### src/rtl/spi_shift_ctrl.sv
// SPI mode-0 byte master behind a CPU register window (DATA/CTRL).
// Stalls the CPU acknowledge while a byte is shifting, giving blocking byte semantics.
module spi_shift_ctrl #(
    parameter int unsigned CLK_DIV = 4
) (
    input  logic        CPU_CLK,
    input  logic        RESET,
    input  logic        REQ,
    input  logic        RW,
    input  logic        REG,
    input  logic [15:0] WDATA,
    output logic [15:0] RDATA,
    output logic        ACK_N,
    output logic        BUSY,
    output logic        SPI_CS,
    output logic        SPI_SCK,
    output logic        SPI_MOSI,
    input  logic        SPI_MISO
);

    typedef enum logic {IDLE, SHIFT} state_e;

    localparam logic [7:0] DIV_LAST = 8'(CLK_DIV - 1);

    state_e      state_q, state_d;
    logic        served_q, served_d;
    logic        ack_n_q, ack_n_d;
    logic [15:0] rdata_q, rdata_d;
    logic        cs_q, cs_d;
    logic        sck_q, sck_d;
    logic        mosi_q, mosi_d;
    logic [7:0]  tx_q, tx_d;
    logic [7:0]  rx_q, rx_d;
    logic [7:0]  rx_byte_q, rx_byte_d;
    logic [2:0]  bit_q, bit_d;
    logic [7:0]  div_q, div_d;

    logic busy, wrap, finish, accept;

    always_ff @(posedge CPU_CLK or negedge RESET) begin
        if (!RESET) begin
            state_q   <= IDLE;
            served_q  <= 1'b0;
            ack_n_q   <= 1'b1;
            rdata_q   <= '0;
            cs_q      <= 1'b1;
            sck_q     <= 1'b0;
            mosi_q    <= 1'b0;
            tx_q      <= '0;
            rx_q      <= '0;
            rx_byte_q <= '0;
            bit_q     <= '0;
            div_q     <= '0;
        end else begin
            state_q   <= state_d;
            served_q  <= served_d;
            ack_n_q   <= ack_n_d;
            rdata_q   <= rdata_d;
            cs_q      <= cs_d;
            sck_q     <= sck_d;
            mosi_q    <= mosi_d;
            tx_q      <= tx_d;
            rx_q      <= rx_d;
            rx_byte_q <= rx_byte_d;
            bit_q     <= bit_d;
            div_q     <= div_d;
        end
    end

    always_comb begin
        state_d   = state_q;
        served_d  = served_q;
        ack_n_d   = ack_n_q;
        rdata_d   = rdata_q;
        cs_d      = cs_q;
        sck_d     = sck_q;
        mosi_d    = mosi_q;
        tx_d      = tx_q;
        rx_d      = rx_q;
        rx_byte_d = rx_byte_q;
        bit_d     = bit_q;
        div_d     = div_q;

        busy   = (state_q == SHIFT);
        wrap   = (div_q == DIV_LAST);
        // The last falling edge frees the engine on this very edge, so a stalled access can land here too.
        finish = busy && wrap && sck_q && (bit_q == 3'd7);
        accept = REQ && !served_q && (!busy || finish || (REG && RW));

        if (busy) begin
            if (wrap) begin
                div_d = '0;
                if (!sck_q) begin
                    sck_d = 1'b1;
                    rx_d  = {rx_q[6:0], SPI_MISO};
                end else begin
                    sck_d = 1'b0;
                    if (bit_q == 3'd7) begin
                        rx_byte_d = rx_q;
                        mosi_d    = 1'b0;
                        state_d   = IDLE;
                    end else begin
                        bit_d  = bit_q + 3'd1;
                        mosi_d = tx_q[3'd6 - bit_q];
                    end
                end
            end else begin
                div_d = div_q + 8'd1;
            end
        end

        if (!REQ) begin
            served_d = 1'b0;
            ack_n_d  = 1'b1;
        end else if (accept) begin
            served_d = 1'b1;
            ack_n_d  = 1'b0;
            unique case ({REG, RW})
                2'b00: begin
                    tx_d    = WDATA[7:0];
                    bit_d   = '0;
                    div_d   = '0;
                    mosi_d  = WDATA[7];
                    sck_d   = 1'b0;
                    state_d = SHIFT;
                end
                2'b01:   rdata_d = {8'h00, finish ? rx_q : rx_byte_q};
                2'b10:   cs_d    = WDATA[15];
                default: rdata_d = {busy, 14'b0, cs_q};
            endcase
        end
    end

    assign RDATA    = rdata_q;
    assign ACK_N    = ack_n_q;
    assign BUSY     = (state_q == SHIFT);
    assign SPI_CS   = cs_q;
    assign SPI_SCK  = sck_q;
    assign SPI_MOSI = mosi_q;

endmodule

### config.mk
export PLATFORM = sky130hd
export DESIGN_NAME = spi_shift_ctrl
export DESIGN_NICKNAME = d
export VERILOG_FILES = /design/src/rtl/spi_shift_ctrl.sv
export SDC_FILE = /design/constraint.sdc
export NUM_CORES = 1
export LEC_CHECK = 0
export ABC_AREA = 0
export CAP_MARGIN = 10
export CELL_PAD_IN_SITES_DETAIL_PLACEMENT = 1
export CELL_PAD_IN_SITES_GLOBAL_PLACEMENT = 1
export CORE_MARGIN = 3
export CORE_UTILIZATION = 38
export DETAILED_ROUTE_END_ITERATION = 10
export PLACE_DENSITY_LB_ADDON = 0.1
export SYNTH_ARGS = -nofsm -noshare
export SYNTH_HDL_FRONTEND = slang
export SYNTH_SLANG_ARGS = --single-unit
### constraint.sdc
create_clock -name CPU_CLK -period 2.1 [get_ports CPU_CLK]
set_clock_uncertainty 0.15 [all_clocks]
set_input_delay 0.42 -clock CPU_CLK [delete_from_list [all_inputs] [get_ports CPU_CLK]]
set_output_delay 0.42 -clock CPU_CLK [all_outputs]
set_load 0.01 [all_outputs]
==> results.ini <==
[run_status]
status=finished clean

[worst_setup_path]
crit_start=bit_q[1]
cp_cell_sequence=ha_1, and3_4, a41oi_2, nor2_2, buf_12, buf_4, o311ai_2
slowest_stage=dfrtp_1
reg2reg_depth=7
setup.worst_path.class=reg2reg
required_ps=2150
cp_max_fo=8
reg2reg_to=SPI_MOSI
crit_path_end=SPI_MOSI
cp_top_family=AND-OR/OR-AND gates
cp_num_cells=7
reg2reg_from=bit_q[1]
path_buffers=2

[power_and_ir_drop]
p_comb_mw=1.29
swShare_pct=33.2
p_int_mw=2.36
power_density_nw_per_um2=1140
cellLeakagePower_nw=1.55
combPwrFrac_pct=36.4
p_seq_share_pct=40.2
total_power_mw=3.54
seq_power_mw=1.42
clkPwrFrac_pct=23.4
power.switching_mw=1.17
pg_clk_uw=828

[layout]
comb_area_um2=1100
largest_cell_class=registers
final-seq-area_um2=1250
antennaDiodeCount=0
clock_cell_area_share_pct=4.59
n_all_buffers=53
final_nets=273
fill_cells=649
comb_area_share_pct=35.3
ff_count=50

[run]
cap_violations=0

[drt]
met2_length_um=2970
ant_nets=0
route.top_layer_used=met4
first_pass_iters=4
met1_length_um=2720
vias=1771
routed_wl_um=5930

[floorplan]
dieArea_um2=7380
io_pins=43
rows=28
fp.dieH_um=85.9
taps=75

[synth]
synth-edff-count=0
top_area_cell=dfrtp_1
ys_sh_simple_pct=12.1
syn_avg_cell_area_um2=12.2
most_common_cell=dfrtp_1
yosys_cells=198
syn_area_um2=2420
top_cell_area_share_pct=49.5
ff_type=dfrtp_1
synth.ff_latch_count=50
logic_family=multiplexers
adder_share_pct=1.55
ys_seq_share_pct=51.7

[sta]
slew_headroom_pct=57.7
max_freq_mhz=500
fin_crit_sh_pct=95.3
rsz0062_at_grt=false
min_period_ps=2000
setup_viol=0

[clocking]
clk_root_buffer_cell=clkbuf_8
insertion_delay_ps=300
cts_resized=2
cts_buffer_depth=2
ctsHoldBuffers=1

[placed_design]
dp_hpwl_um=4480
port_buffers=28
dp_slack_ps=-214

[global_routing]
grtUsageTotal_pct=17.1
grt_pass1_vias=1993
met3_usage_pct=2.98
use_met2_pct=29.0

[worst_hold_path]
min-delay-path-class=reg2reg
worstHoldEndpoint=tx_q[0]

==> images/drive_strength.png <==
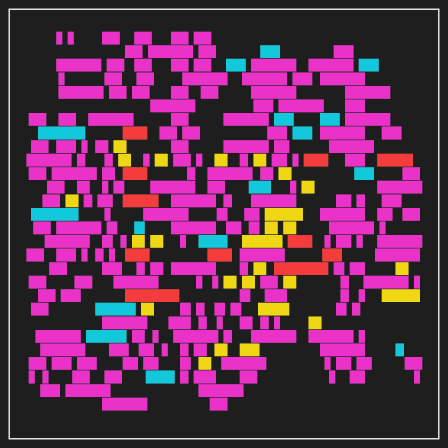
[drive 6 and up] red | cells: 11
[drive 1 or less] magenta | cells: 196
[drive 3 to 4] yellow | cells: 26
[drive 2] cyan | cells: 16
synth-to-layout area growth: 28.2%
design area: 3110 um^2

==> images/registers.png <==
Other sequential cells in the stronger grey, the rest of the logic in the fainter grey.
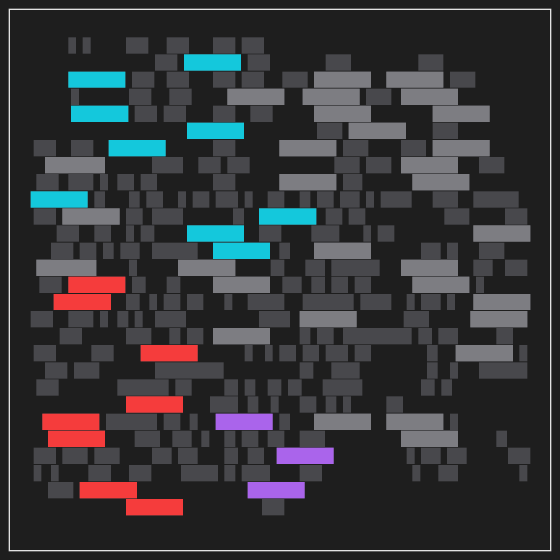
[`RDATA`] cyan | flops: 9
[`tx_q`] red | flops: 8
[`bit_q`] purple | flops: 3
not coloured: 30
fraction of area in registers: 40.3%
final core utilization: 51.3%

==> images/final_congestion.png <==
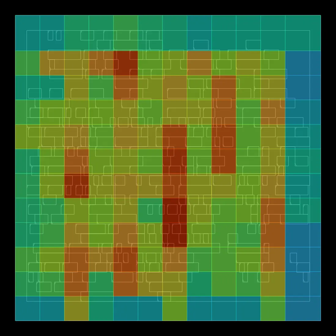
met1 usage: 22.2%
DR WL/cell: 18.3 um

==> images/cell_classes.png <==
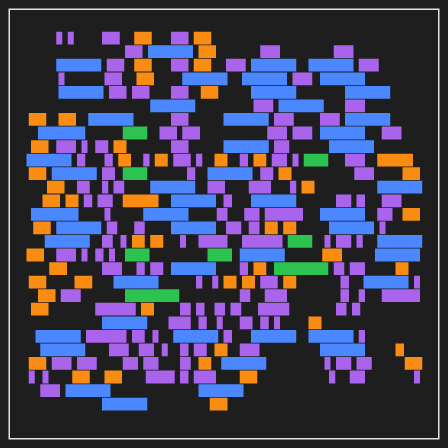
[other buffers and delay cells] orange | cells: 53 | share of their area: 16%
[clock drivers and dummy loads] green | cells: 8 | share of their area: 4.7%
[all other logic] purple | cells: 138 | share of their area: 37%
[flip-flops] blue | cells: 50 | share of their area: 42%

==> images/density.png <==
9 x 9 tiles, from black (low) to pale yellow (high), 0 to 100% covered.
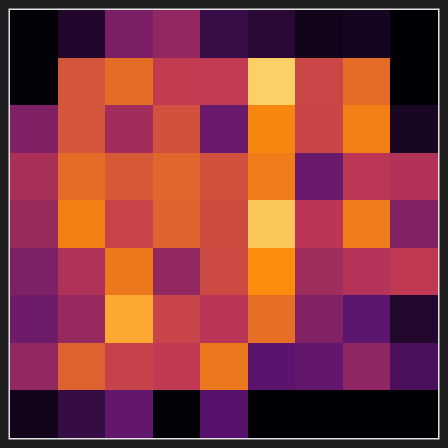
emptiest ninth of the die: south-east
tiles over 75% full: 4.9%
nearly empty tiles: 11%
core utilization at floorplan: 40.0%
core area: 6060 um^2

